Fig. 1: M1 wires
The bar under the picture is 20 um long.
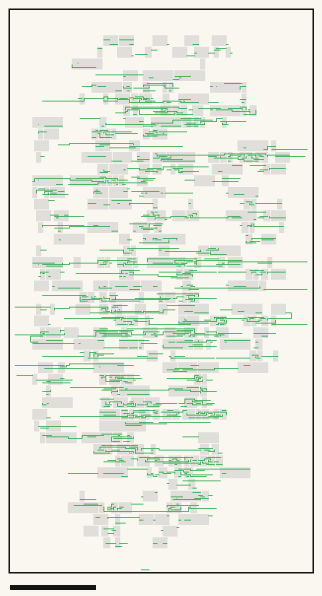
Fig. 2: signal wires on met2
The bar under the picture is 20 um long.
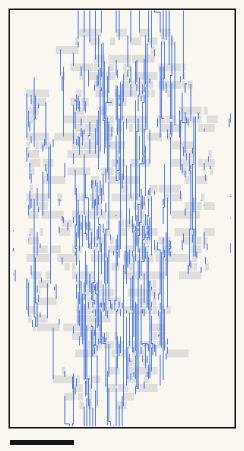
Fig. 3: the metal 3 layer
The bar under the picture is 20 um long.
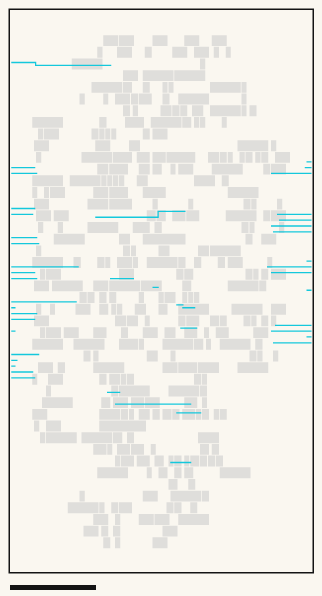
### src/rtl/controlador_memoria.sv
// Burst memory controller: accepts read/write bursts of 1..16 beats and drives a
// single-port data memory with registered strobes, address and write data.
module controlador_memoria (
    input  logic       clock,
    input  logic       reset,
    input  logic       req_valid,
    output logic       req_ready,
    input  logic       req_write,
    input  logic [7:0] req_addr,
    input  logic [3:0] req_len,
    input  logic [7:0] wr_data,
    input  logic       wr_valid,
    output logic       wr_ready,
    output logic [7:0] rd_data,
    output logic       rd_valid,
    output logic       done,
    output logic [7:0] mem_endereco,
    output logic       mem_controle_escrita,
    output logic       mem_controle_leitura,
    output logic [7:0] mem_dado_entrada,
    input  logic [7:0] mem_dado_saida
);

    typedef enum logic [1:0] {Ocioso, Leitura, Escrita, Conclui} estado_t;

    estado_t    estado_q, estado_d;
    logic [3:0] cont_q, cont_d;
    logic [7:0] prox_end_q, prox_end_d;
    logic [7:0] endereco_q, endereco_d;
    logic [7:0] dado_ent_q, dado_ent_d;
    logic       escrita_q, escrita_d;
    logic       leitura_q, leitura_d;
    logic [7:0] rd_data_q, rd_data_d;
    logic       rd_valid_q, rd_valid_d;
    logic       done_q, done_d;

    always_comb begin
        estado_d   = estado_q;
        cont_d     = cont_q;
        prox_end_d = prox_end_q;
        endereco_d = endereco_q;
        dado_ent_d = dado_ent_q;
        rd_data_d  = rd_data_q;
        escrita_d  = 1'b0;
        leitura_d  = 1'b0;
        rd_valid_d = 1'b0;
        done_d     = 1'b0;

        unique case (estado_q)
            Ocioso: begin
                if (req_valid) begin
                    cont_d     = req_len;
                    endereco_d = req_addr;
                    prox_end_d = req_addr;
                    if (req_write) begin
                        estado_d = Escrita;
                    end else begin
                        estado_d  = Leitura;
                        leitura_d = 1'b1;
                    end
                end
            end
            Leitura: begin
                // Data for the strobe cycle now ending is stable at this edge.
                rd_valid_d = 1'b1;
                rd_data_d  = mem_dado_saida;
                if (cont_q == 4'd0) begin
                    estado_d = Conclui;
                    done_d   = 1'b1;
                end else begin
                    cont_d     = cont_q - 4'd1;
                    endereco_d = endereco_q + 8'd1;
                    leitura_d  = 1'b1;
                end
            end
            Escrita: begin
                // prox_end_q tracks the next beat address; mem_endereco only moves on a beat.
                if (wr_valid) begin
                    escrita_d  = 1'b1;
                    dado_ent_d = wr_data;
                    endereco_d = prox_end_q;
                    prox_end_d = prox_end_q + 8'd1;
                    if (cont_q == 4'd0) begin
                        estado_d = Conclui;
                        done_d   = 1'b1;
                    end else begin
                        cont_d = cont_q - 4'd1;
                    end
                end
            end
            Conclui: begin
                estado_d = Ocioso;
            end
            default: begin
                estado_d = Ocioso;
            end
        endcase
    end

    always_ff @(posedge clock) begin
        if (reset) begin
            estado_q   <= Ocioso;
            cont_q     <= 4'd0;
            prox_end_q <= 8'd0;
            endereco_q <= 8'd0;
            dado_ent_q <= 8'd0;
            escrita_q  <= 1'b0;
            leitura_q  <= 1'b0;
            rd_data_q  <= 8'd0;
            rd_valid_q <= 1'b0;
            done_q     <= 1'b0;
        end else begin
            estado_q   <= estado_d;
            cont_q     <= cont_d;
            prox_end_q <= prox_end_d;
            endereco_q <= endereco_d;
            dado_ent_q <= dado_ent_d;
            escrita_q  <= escrita_d;
            leitura_q  <= leitura_d;
            rd_data_q  <= rd_data_d;
            rd_valid_q <= rd_valid_d;
            done_q     <= done_d;
        end
    end

    assign req_ready            = (estado_q == Ocioso);
    assign wr_ready             = (estado_q == Escrita);
    assign rd_data              = rd_data_q;
    assign rd_valid             = rd_valid_q;
    assign done                 = done_q;
    assign mem_endereco         = endereco_q;
    assign mem_controle_escrita = escrita_q;
    assign mem_controle_leitura = leitura_q;
    assign mem_dado_entrada     = dado_ent_q;

endmodule

### config.mk
export PLATFORM = sky130hd
export DESIGN_NAME = controlador_memoria
export DESIGN_NICKNAME = d
export VERILOG_FILES = /design/src/rtl/controlador_memoria.sv
export SDC_FILE = /design/constraint.sdc
export NUM_CORES = 1
export LEC_CHECK = 0
export CORE_ASPECT_RATIO = 2
export CORE_MARGIN = 5
export CORE_UTILIZATION = 30
export CTS_BUF_LIST = sky130_fd_sc_hd__clkbuf_8
export DETAILED_ROUTE_END_ITERATION = 10
export PLACE_DENSITY = 0.54
export RECOVER_POWER = 100
export SYNTH_ARGS = -nofsm -noshare
export SYNTH_HDL_FRONTEND = slang
export SYNTH_SLANG_ARGS = --single-unit
### constraint.sdc
create_clock -name clock -period 2.42 [get_ports clock]
set_input_delay 0.484 -clock clock [delete_from_list [all_inputs] [get_ports clock]]
set_output_delay 0.484 -clock clock [all_outputs]
set_load 0.1 [all_outputs]
==> summary.txt <==
Figures from the flow reports.

Status:
- The flow ran to the end, and the final reports show no timing, DRC or antenna violations.

Placed design:
- The run puts the global placer's final weighted congestion at approximately 0.8.
- The run gives the post-DP HPWL as 4800 um.
- The run gives the number of buffers added on ports as 62.
- The run puts the placed instance count at around 400.

Clock tree:
- The run gives the clock-pin slew on the worst setup and hold paths as approximately 0.08 ns.

Hold path:
- The endpoint of the worst hold path is reported as mem_dado_entrada[5]$_SDFFE_PP0P_.
- The run gives the kind of path behind the tightest hold check as reg2reg.
- For the worst min-delay path, the startpoint reported by OpenROAD is mem_dado_entrada[5]$_SDFFE_PP0P_.

Power and ir drop:
- The power report attributes to the clock group a share of 0.132.
- The run puts the overall power consumption at roughly 4.4 mW.

Yosys:
- The cell-mix breakdown from Yosys lists the compound-gate area share as 0.237.
- The main area contributors are sky130_fd_sc_hd__dfxtp_1 38%, sky130_fd_sc_hd__mux2i_1 5.9%, sky130_fd_sc_hd__a21oi_1 5.7%.
- The run gives the library cell with the largest summed area after synthesis as sky130_fd_sc_hd__dfxtp_1.
- The run gives the cell count after synthesis as approximately 260.

Critical path:
- The run puts the count of buffering cells on the critical path with inverters included at 3.
- The run gives the data required time of the worst path as a little under 2 ns.

Global route:
- The run gives the number of antenna violations at the first check in global routing as 0.
- Entering global routing, the biggest net connects 38 pins.

Layout:
- The final antenna diode tally reported by the flow is 0.
- The run gives the share of layout cells above drive strength 1 as 0.0895.
- The run gives the count of clock-net buffers in the final layout as 6.

STA:
- The run gives the part of the cycle the worst path needs as 0.907.

Route:
- The run puts the met3 wire length at ~290 um.
- Detailed routing inserted a total of approximately 2.1k vias.
- The run puts the routed wire length per instance at between 15 and 20 um.
- In the final routing, the length of wire on met1 measures about 2400 um.

Die:
- The run gives the x dimension of the die as around 70 um.
## Picture notes: Fig. 1
The wires run mostly horizontal. The layer holds 39% of the routed length. 309 nets have wire on it. The longest straight run is 19.8 um. The layer carries 2450 um of wire.

## Picture notes: Fig. 2
The longest straight run is 52.4 um. 288 nets have wire on it.

## Picture notes: Fig. 3
The wires run mostly horizontal. The layer holds 4.5% of the routed length. The layer carries 287 um of wire. The longest straight run is 17.5 um.

Power figures rest on the tool's default switching activity, not on a simulated workload.
